util_map.png
The die is cut into 28 by 28 equal tiles; white is low, dark blue is high, 0 to 100% covered.
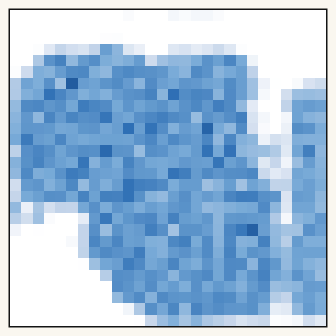
clock_wires.png
Bar = 200 um.
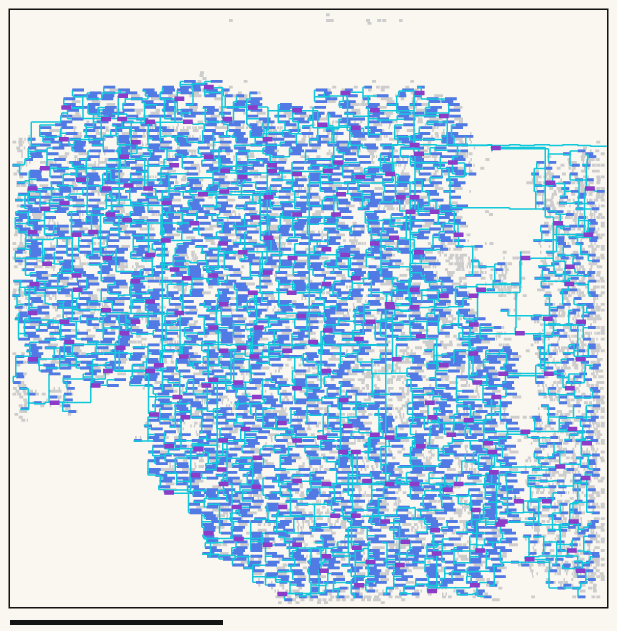
m3.png
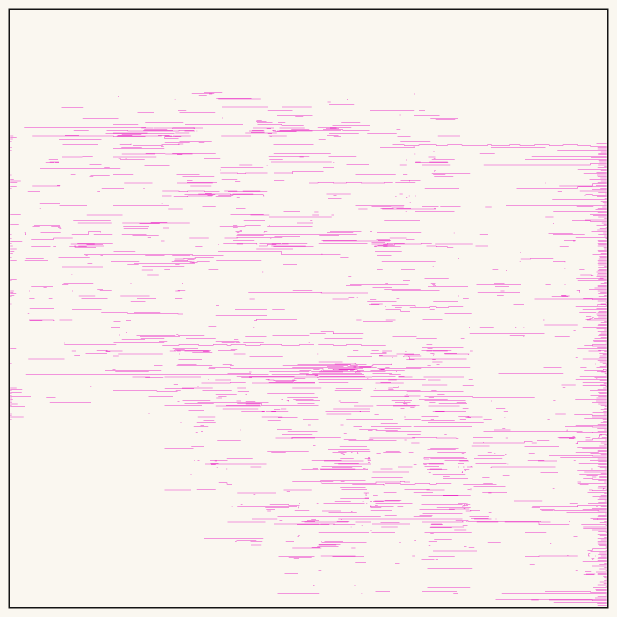
pinout.png
Pins as bars across the die edge, other pins in gray.
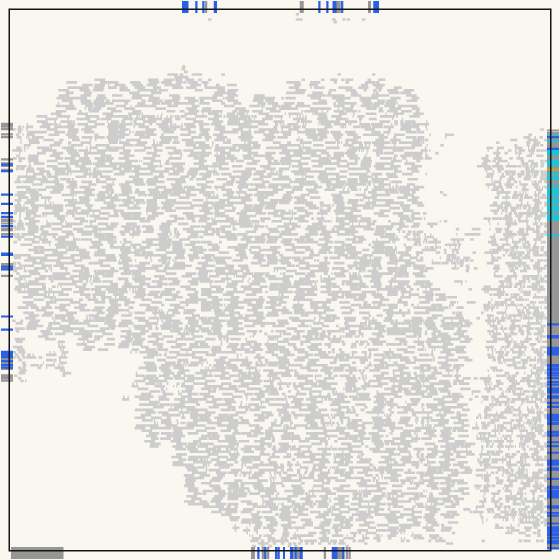
## config.mk

```make
export PLATFORM = sky130hd
export DESIGN_NAME = bucket_hash_table_flat
export DESIGN_NICKNAME = d
export VERILOG_FILES = /design/src/rtl/bucket_hash_table_if.sv /design/src/rtl/bucket_hash_table.sv /design/src/flat_wrapper.sv
export SDC_FILE = /design/constraint.sdc
export NUM_CORES = 2
export LEC_CHECK = 0
export CAP_MARGIN = 20
export CORE_MARGIN = 2
export CORE_UTILIZATION = 35
export CTS_CLUSTER_DIAMETER = 150
export CTS_CLUSTER_SIZE = 14
export DETAILED_ROUTE_END_ITERATION = 12
export PLACE_DENSITY = 0.56
export SYNTH_ARGS = -nofsm -noshare
export SYNTH_HDL_FRONTEND = slang
export SYNTH_SLANG_ARGS = --single-unit
```

## constraint.sdc

```tcl
create_clock -name clk -period 12.3 [get_ports clk]
set_input_delay 1.845 -clock clk [delete_from_list [all_inputs] [get_ports clk]]
set_output_delay 1.845 -clock clk [all_outputs]
set_load 0.03 [all_outputs]
```

## src/rtl/bucket_hash_table_if.sv

```systemverilog
// Build, probe and result channels of the bucket hash join table.
interface bucket_hash_table_if #(
  parameter int unsigned TUPLE_W  = 64,
  parameter int unsigned SERIAL_W = 64
);
  // build side
  logic                  build_valid;
  logic                  build_ready;
  logic [TUPLE_W-1:0]    build_data;
  logic [31:0]           build_hash;
  logic                  build_last;
  // probe side
  logic                  probe_valid;
  logic                  probe_ready;
  logic [TUPLE_W-1:0]    probe_data;
  logic [31:0]           probe_hash;
  logic [SERIAL_W-1:0]   probe_serial;
  logic                  probe_last;
  // join results
  logic                  out_valid;
  logic                  out_ready;
  logic [2*TUPLE_W-1:0]  out_data;
  logic [SERIAL_W-1:0]   out_serial;
  logic                  out_joined;
  logic                  out_last;
  // status
  logic                  overflow;
  logic [31:0]           build_count;

  // driver of build/probe streams and sink of results
  modport master (
    output build_valid, build_data, build_hash, build_last,
    input  build_ready,
    output probe_valid, probe_data, probe_hash, probe_serial, probe_last,
    input  probe_ready,
    input  out_valid, out_data, out_serial, out_joined, out_last,
    output out_ready,
    input  overflow, build_count
  );

  // the hash table itself
  modport slave (
    input  build_valid, build_data, build_hash, build_last,
    output build_ready,
    input  probe_valid, probe_data, probe_hash, probe_serial, probe_last,
    output probe_ready,
    output out_valid, out_data, out_serial, out_joined, out_last,
    input  out_ready,
    output overflow, build_count
  );
endinterface

```

## src/rtl/bucket_hash_table.sv

```systemverilog
// Bucketed hash join: stores build tuples per bucket, then scans the bucket
// for each probe tuple and emits one beat per key match (or one miss beat).
module bucket_hash_table #(
  parameter int unsigned TUPLE_W  = 64,
  parameter int unsigned KEY_W    = 32,
  parameter int unsigned ROW_BITS = 3,
  parameter int unsigned SLOTS    = 4,
  parameter int unsigned SERIAL_W = 64
) (
  input  logic          clk,
  input  logic          resetn,
  bucket_hash_table_if.slave bus
);

  localparam int unsigned NUM_ROWS = 2 ** ROW_BITS;
  localparam int unsigned CNT_W    = $clog2(SLOTS + 1);
  localparam int unsigned JW       = (SLOTS > 1) ? $clog2(SLOTS) : 1;
  localparam logic [CNT_W-1:0]    FULL_CNT = CNT_W'(SLOTS);
  localparam logic [ROW_BITS-1:0] LAST_ROW = ROW_BITS'(NUM_ROWS - 1);

  typedef struct packed {
    logic [CNT_W-1:0]              cnt;
    logic [SLOTS-1:0][TUPLE_W-1:0] slots;
  } row_t;

  typedef enum logic [2:0] {
    INIT, BUILD_RD, BUILD_WR, PROBE_RD, PROBE_SCAN, DONE
  } state_t;

  state_t               state_q;
  logic [ROW_BITS-1:0]  init_addr_q;
  logic [ROW_BITS-1:0]  bidx_q;
  logic [TUPLE_W-1:0]   b_tuple_q;
  logic                 b_last_q;
  logic [TUPLE_W-1:0]   p_tuple_q;
  logic [SERIAL_W-1:0]  p_serial_q;
  logic                 p_last_q;
  logic [JW-1:0]        j_q;
  row_t                 rd_row_q;
  row_t                 mem_q [NUM_ROWS];

  logic                 out_valid_q;
  logic [2*TUPLE_W-1:0] out_data_q;
  logic [SERIAL_W-1:0]  out_serial_q;
  logic                 out_joined_q;
  logic                 out_last_q;
  logic                 overflow_q;
  logic [31:0]          build_count_q;

  logic                 can_load;
  logic                 probe_fire;
  logic [SLOTS-1:0]     match_vec;
  logic                 cur_match;
  logic [TUPLE_W-1:0]   cur_tuple;
  logic                 later_match;
  logic                 scan_last_slot;
  row_t                 row_wr_d;
  logic                 mem_we;
  logic                 mem_re;
  logic [ROW_BITS-1:0]  mem_waddr;
  logic [ROW_BITS-1:0]  mem_raddr;
  row_t                 mem_wdata;
  logic                 unused_hash_bits;

  assign unused_hash_bits = ^{bus.build_hash[31:ROW_BITS], bus.probe_hash[31:ROW_BITS]};

  // output register may take a new beat when empty or being drained
  assign can_load        = !out_valid_q || bus.out_ready;
  assign probe_fire      = (state_q == PROBE_RD) && bus.probe_valid && can_load;
  assign bus.build_ready = (state_q == BUILD_RD);
  assign bus.probe_ready = (state_q == PROBE_RD) && can_load;

  assign bus.out_valid   = out_valid_q;
  assign bus.out_data    = out_data_q;
  assign bus.out_serial  = out_serial_q;
  assign bus.out_joined  = out_joined_q;
  assign bus.out_last    = out_last_q;
  assign bus.overflow    = overflow_q;
  assign bus.build_count = build_count_q;

  // key compare of every occupied slot against the captured probe tuple
  always_comb begin
    match_vec   = '0;
    cur_match   = 1'b0;
    cur_tuple   = '0;
    later_match = 1'b0;
    for (int s = 0; s < SLOTS; s++) begin
      match_vec[s] = (CNT_W'(s) < rd_row_q.cnt) &&
                     (rd_row_q.slots[s][KEY_W-1:0] == p_tuple_q[KEY_W-1:0]);
    end
    for (int s = 0; s < SLOTS; s++) begin
      if (JW'(s) == j_q) begin
        cur_match = match_vec[s];
        cur_tuple = rd_row_q.slots[s];
      end
      if (JW'(s) > j_q) later_match = later_match | match_vec[s];
    end
    scan_last_slot = (rd_row_q.cnt == '0) ||
                     ((CNT_W'(j_q) + CNT_W'(1)) == rd_row_q.cnt);
  end

  // bucket with the captured build tuple appended
  always_comb begin
    row_wr_d = rd_row_q;
    for (int s = 0; s < SLOTS; s++) begin
      if (CNT_W'(s) == rd_row_q.cnt) row_wr_d.slots[s] = b_tuple_q;
    end
    row_wr_d.cnt = rd_row_q.cnt + CNT_W'(1);
  end

  // table RAM port control
  always_comb begin
    mem_we    = 1'b0;
    mem_re    = 1'b0;
    mem_waddr = init_addr_q;
    mem_wdata = '0;
    mem_raddr = bus.build_hash[ROW_BITS-1:0];
    case (state_q)
      INIT:     mem_we = 1'b1;
      BUILD_RD: mem_re = bus.build_valid;
      BUILD_WR: begin
        mem_we    = (rd_row_q.cnt != FULL_CNT);
        mem_waddr = bidx_q;
        mem_wdata = row_wr_d;
      end
      PROBE_RD: begin
        mem_re    = probe_fire;
        mem_raddr = bus.probe_hash[ROW_BITS-1:0];
      end
      default: ;
    endcase
  end

  // one-read-one-write table storage, 1-cycle read latency
  always_ff @(posedge clk) begin
    if (mem_we) mem_q[mem_waddr] <= mem_wdata;
    if (mem_re) rd_row_q <= mem_q[mem_raddr];
  end

  // control FSM with registered result beat and status
  always_ff @(posedge clk) begin
    if (!resetn) begin
      state_q       <= INIT;
      init_addr_q   <= '0;
      bidx_q        <= '0;
      b_tuple_q     <= '0;
      b_last_q      <= 1'b0;
      p_tuple_q     <= '0;
      p_serial_q    <= '0;
      p_last_q      <= 1'b0;
      j_q           <= '0;
      out_valid_q   <= 1'b0;
      out_data_q    <= '0;
      out_serial_q  <= '0;
      out_joined_q  <= 1'b0;
      out_last_q    <= 1'b0;
      overflow_q    <= 1'b0;
      build_count_q <= '0;
    end else begin
      if (out_valid_q && bus.out_ready) out_valid_q <= 1'b0;
      case (state_q)
        INIT: begin
          init_addr_q <= init_addr_q + ROW_BITS'(1);
          if (init_addr_q == LAST_ROW) state_q <= BUILD_RD;
        end
        BUILD_RD: begin
          if (bus.build_valid) begin
            b_tuple_q <= bus.build_data;
            b_last_q  <= bus.build_last;
            bidx_q    <= bus.build_hash[ROW_BITS-1:0];
            state_q   <= BUILD_WR;
          end else if (bus.build_last) begin
            state_q <= PROBE_RD;
          end
        end
        BUILD_WR: begin
          if (rd_row_q.cnt != FULL_CNT) build_count_q <= build_count_q + 32'd1;
          else                          overflow_q    <= 1'b1;
          state_q <= b_last_q ? PROBE_RD : BUILD_RD;
        end
        PROBE_RD: begin
          if (can_load) begin
            if (bus.probe_valid) begin
              p_tuple_q  <= bus.probe_data;
              p_serial_q <= bus.probe_serial;
              p_last_q   <= bus.probe_last;
              j_q        <= '0;
              state_q    <= PROBE_SCAN;
            end else if (bus.probe_last) begin
              out_valid_q  <= 1'b1;
              out_data_q   <= '0;
              out_serial_q <= '0;
              out_joined_q <= 1'b0;
              out_last_q   <= 1'b1;
              state_q      <= DONE;
            end
          end
        end
        PROBE_SCAN: begin
          if (can_load) begin
            if (cur_match) begin
              out_valid_q  <= 1'b1;
              out_data_q   <= {cur_tuple, p_tuple_q};
              out_serial_q <= p_serial_q;
              out_joined_q <= 1'b1;
              out_last_q   <= p_last_q && !later_match;
            end else if (scan_last_slot && (match_vec == '0)) begin
              out_valid_q  <= 1'b1;
              out_data_q   <= {{TUPLE_W{1'b0}}, p_tuple_q};
              out_serial_q <= p_serial_q;
              out_joined_q <= 1'b0;
              out_last_q   <= p_last_q;
            end
            if (scan_last_slot) state_q <= p_last_q ? DONE : PROBE_RD;
            else                j_q     <= j_q + JW'(1);
          end
        end
        DONE: ;
        default: state_q <= INIT;
      endcase
    end
  end

endmodule

```

## src/flat_wrapper.sv

```systemverilog
// flat-port wrapper written by rule: the top's interface ports become plain ports
module bucket_hash_table_flat 
#(
  parameter int unsigned TUPLE_W  = 64,
  parameter int unsigned KEY_W    = 32,
  parameter int unsigned ROW_BITS = 3,
  parameter int unsigned SLOTS    = 4,
  parameter int unsigned SERIAL_W = 64
)
  (clk, resetn, bus_build_valid, bus_build_data, bus_build_hash, bus_build_last, bus_build_ready, bus_probe_valid, bus_probe_data, bus_probe_hash, bus_probe_serial, bus_probe_last, bus_probe_ready, bus_out_valid, bus_out_data, bus_out_serial, bus_out_joined, bus_out_last, bus_out_ready, bus_overflow, bus_build_count);
  bucket_hash_table_if #(.TUPLE_W(TUPLE_W), .SERIAL_W(SERIAL_W)) bus_i ();
  input  logic clk;
  input  logic resetn;
  input wire logic [$bits(bus_i.build_valid)-1:0] bus_build_valid;
  input wire logic [$bits(bus_i.build_data)-1:0] bus_build_data;
  input wire logic [$bits(bus_i.build_hash)-1:0] bus_build_hash;
  input wire logic [$bits(bus_i.build_last)-1:0] bus_build_last;
  output wire logic [$bits(bus_i.build_ready)-1:0] bus_build_ready;
  input wire logic [$bits(bus_i.probe_valid)-1:0] bus_probe_valid;
  input wire logic [$bits(bus_i.probe_data)-1:0] bus_probe_data;
  input wire logic [$bits(bus_i.probe_hash)-1:0] bus_probe_hash;
  input wire logic [$bits(bus_i.probe_serial)-1:0] bus_probe_serial;
  input wire logic [$bits(bus_i.probe_last)-1:0] bus_probe_last;
  output wire logic [$bits(bus_i.probe_ready)-1:0] bus_probe_ready;
  output wire logic [$bits(bus_i.out_valid)-1:0] bus_out_valid;
  output wire logic [$bits(bus_i.out_data)-1:0] bus_out_data;
  output wire logic [$bits(bus_i.out_serial)-1:0] bus_out_serial;
  output wire logic [$bits(bus_i.out_joined)-1:0] bus_out_joined;
  output wire logic [$bits(bus_i.out_last)-1:0] bus_out_last;
  input wire logic [$bits(bus_i.out_ready)-1:0] bus_out_ready;
  output wire logic [$bits(bus_i.overflow)-1:0] bus_overflow;
  output wire logic [$bits(bus_i.build_count)-1:0] bus_build_count;
  assign bus_i.build_valid = bus_build_valid;
  assign bus_i.build_data = bus_build_data;
  assign bus_i.build_hash = bus_build_hash;
  assign bus_i.build_last = bus_build_last;
  assign bus_build_ready = bus_i.build_ready;
  assign bus_i.probe_valid = bus_probe_valid;
  assign bus_i.probe_data = bus_probe_data;
  assign bus_i.probe_hash = bus_probe_hash;
  assign bus_i.probe_serial = bus_probe_serial;
  assign bus_i.probe_last = bus_probe_last;
  assign bus_probe_ready = bus_i.probe_ready;
  assign bus_out_valid = bus_i.out_valid;
  assign bus_out_data = bus_i.out_data;
  assign bus_out_serial = bus_i.out_serial;
  assign bus_out_joined = bus_i.out_joined;
  assign bus_out_last = bus_i.out_last;
  assign bus_i.out_ready = bus_out_ready;
  assign bus_overflow = bus_i.overflow;
  assign bus_build_count = bus_i.build_count;
  bucket_hash_table #(.TUPLE_W(TUPLE_W), .KEY_W(KEY_W), .ROW_BITS(ROW_BITS), .SLOTS(SLOTS), .SERIAL_W(SERIAL_W)) u_core (.clk(clk), .resetn(resetn), .bus(bus_i));
endmodule
```

==> impl_metrics.json <==
{
  "cp-start-kind": "register",
  "synth-simple-area-share_pct": 5.47,
  "dp_hpwl_um": 173000,
  "grt_setup_unrepaired": "no",
  "outcome": "complete, no violations",
  "synth-main-ff-cell": "edfxtp_1",
  "gp_congestion": 0.824,
  "cts_setup_buffers": 0,
  "hold_buffers": 0,
  "fin_nets": 7098,
  "ys_cells": 6500,
  "ys_types": 55,
  "setup_viol": 0,
  "switching_share_pct": 28.2,
  "yosys_area_um2": 108000,
  "min_from": "u_core.p_serial_q[11]",
  "p_leak_nw": 39.0,
  "drtAntennaViolNets": 0,
  "p_seq_mw": 12.7,
  "ir_drop_uv": 253,
  "path_class": "reg2reg",
  "clock.fmax_mhz": 181,
  "worstPathRequired_ns": 12.76,
  "muxShareOfSynthArea_pct": 14.7,
  "clk_pin_slew_ns": 0.07,
  "yosys_warnings": 0,
  "nFillCells": 27800,
  "core_um2": 309000,
  "holdWs_ns": 0.446,
  "cts_buffers": 223,
  "layout-area-overhead-vs-synth_pct": 14.0,
  "wl_per_cell_um": 28.3,
  "cp-endpoint": "u_core.rd_row_q[217]",
  "comb-power_mw": 4.19,
  "drt-initial-drc-count": 6344,
  "startpoint": "u_core.state_q[1]",
  "cts_resized": 0,
  "rows": 204,
  "grt_pass1_vias": 60500,
  "fp_util_pct": 35.1,
  "warnings": 139,
  "edf_count": 2331,
  "hold_viol_final": 0,
  "drv_cap": 0,
  "r2r_slack_ns": 6.76,
  "reg2reg_to": "u_core.rd_row_q[217]",
  "drc": 0,
  "synth_area_per_cell_um2": 16.7,
  "tightest_slew_ns": 1.25,
  "min_period_over_period_pct": 45.0,
  "regArea_um2": 78700,
  "syn_nets": 6773,
  "cts-htree-levels": 4,
  "async_flop_share_pct": 0,
  "die_area_um2": 314000,
  "synth-seq-cells": 2764,
  "cts-root-buf": "clkbuf_16",
  "topCombFamilyByArea": "multiplexers",
  "clockBufferDepth": 4,
  "min_path_type": "reg2reg",
  "drt-pass1-iter-count": 6,
  "critPathArrivalTime_ns": 6.00,
  "p_int_mw": 17.0,
  "overflow": 0,
  "syn_inst": 6500,
  "fa_ha_area_share_pct": 0.115,
  "compound_area_share_pct": 4.06,
  "logic_area_um2": 28000,
  "whs_endpoint": "u_core.bus.out_serial[11]",
  "drive_above_1_share_pct": 16.8,
  "timing.slew.headroom_pct": 16.4,
  "ys_sh_xor_pct": 1.28,
  "cts_tree": "built",
  "finalMaxSlewViolations": 0,
  "wl_um": 314000,
  "end_kind": "register",
  "switching_power_mw": 6.66,
  "syn_area_um2": 108000,
  "cts_sinks": 2764
}
-- util_map.png (at the start) --
- tiles over 75% full: 0.50%
- emptiest ninth of the die: bottom left
- densest ninth of the die: middle
- fullest tile: 82%
- nearly empty tiles: 24%

-- clock_wires.png (at the start) --
- blue: flip-flops (count 2764)
- cyan: clock wires (length 32.4 mm)
- purple: clock-net drivers (count 223)
- flops lie: widely spread
Setup Skew: 0.0951 ns
clock group power: 6.69 mW
Clock power frac: 28.3%
clock insertion delay at the later pin of the skew report: 0.91 ns

-- m3.png (at the start) --
- nets with wire on the layer: 801
- share of all routed wire: 7.9%

-- pinout.png (at the start) --
- orange: `bus_build_valid` (pins 1; direction input; edge right)
- cyan: `bus_build_count` (pins 32; direction output; edge right)
- blue: `bus_out_data` (pins 128; direction output; edge 72 right, 22 left, 18 top, 16 bottom)
- all pins by edge: 319 right, 93 bottom, 52 left, 29 top
PortBufs: 434
Die Y: 561 um
die x size: 561 um

-- through the flow --
stage	cell area [um2]	power, mW	worst slack (ns)	util [%]	std cells
finish	124000	23.6	6.76	40.1	11100
global route	124000	24.5	6.52	40.1	11100
CTS	124000	23.8	6.69	40.1	11100
detailed placement	117000	17.2	5.95	38.0	10700
global placement	117000	17.0	5.96	38.0	10700
floorplan	108000	15.7	-0.721	-	6500
-- layout make-up --
cell class                 count  area share (%)
timing repair buffer         546            4.41
antenna                        5          0.0101
multi-input combinational   3275            22.7
clock buffer                 355            4.98
tap                         4120            4.17
clock inverter                 6           0.107
sequential                  2764            63.6
inverter                      15          0.0526
-- cell families after synthesis --
logic type,count (synthesis)
AND/OR/NAND/NOR,1439
flip-flops,2764
AND-OR/OR-AND,756
multiplexers,912
buffers and inverters,461
adder cells (fa/ha/maj),10
XOR/XNOR,158
-- per-layer routing --
layer | global-route usage [%] | share of wire, % | vias to the layer above
met1 | 27.8 | 44 | 31900
li1 | - | - | 25600
met2 | 30.8 | 46 | 2520
met4 | 4.19 | 2.1 | 8
met5 | 0 | 0.015 | -
met3 | 3.51 | 7.9 | 403
-- Yosys cell counts (6+ instances only) --
master	instances	area share (%)
clkbuf_1	288	1.0
mux4_2	518	11
nand3_1	147	0.68
edfxtp_1	2331	65
o21ai_0	75	0.35
and3_1	10	0.058
nand2_1	1064	3.7
mux2i_1	134	1.2
nand4_1	18	0.10
inv_1	15	0.052
buf_8	11	0.15
xnor2_1	46	0.37
dfxtp_1	433	8.0
mux2_2	260	2.7
xor2_1	112	0.90
or3_1	8	0.046
ha_1	10	0.12
nor3_1	15	0.069
nor4_1	17	0.098
nor2_1	122	0.42
and2_1	8	0.046
a21oi_1	530	2.4
buf_1	37	0.13
buf_2	103	0.48
a221o_1	63	0.58
nand2b_1	6	0.035
a31oi_1	9	0.052
o2bb2ai_1	64	0.52
-- layout by cell type, fill, tap and decap left out, drive strengths merged, types with 3 or more instances in the layout --
master,netlist,layout
clkdlybuf4s50,0,433
diode,0,5
ha,10,10
mux4,518,518
and2,8,8
a221o,63,63
clkinv,0,3
nor3,15,15
nand4,18,18
nand3,147,147
nand2b,6,6
clkbuf,288,356
a21oi,531,531
xor2,112,112
xnor2,46,46
o2bb2ai,64,64
edfxtp,2331,2331
buf,158,112
nor3b,3,3
nand2,1064,1064
nor2,124,124
nor2b,5,5
inv,15,16
o21ai,75,75
mux2,260,260
a31oi,9,9
nor4,22,22
and3,12,12
mux2i,134,134
dfxtp,433,433
or3,8,8
-- worst max-delay path, stage by stage (launching register included) --
cell and delay [ns]:
dfxtp_1 0.66, nand3b_1 0.73, nor2_1 0.51, nand2_4 0.58, nand2_4 0.87, buf_12 0.56, buf_4 0.84
-- state kept, by name, summed over array words and instances (netlist names), 2 cells and up --
name                    flops
u_core.mem_q             2072
u_core.rd_row_q           259
u_core.bus.out_data       128
u_core.b_tuple_q           64
u_core.bus.out_serial      64
u_core.p_serial_q          64
u_core.p_tuple_q           64
u_core.bus.build_count     32
u_core.bidx_q               3
u_core.init_addr_q          3
u_core.state_q              3
u_core.j_q                  2
Power figures rest on the tool's default switching activity, not on a simulated workload.
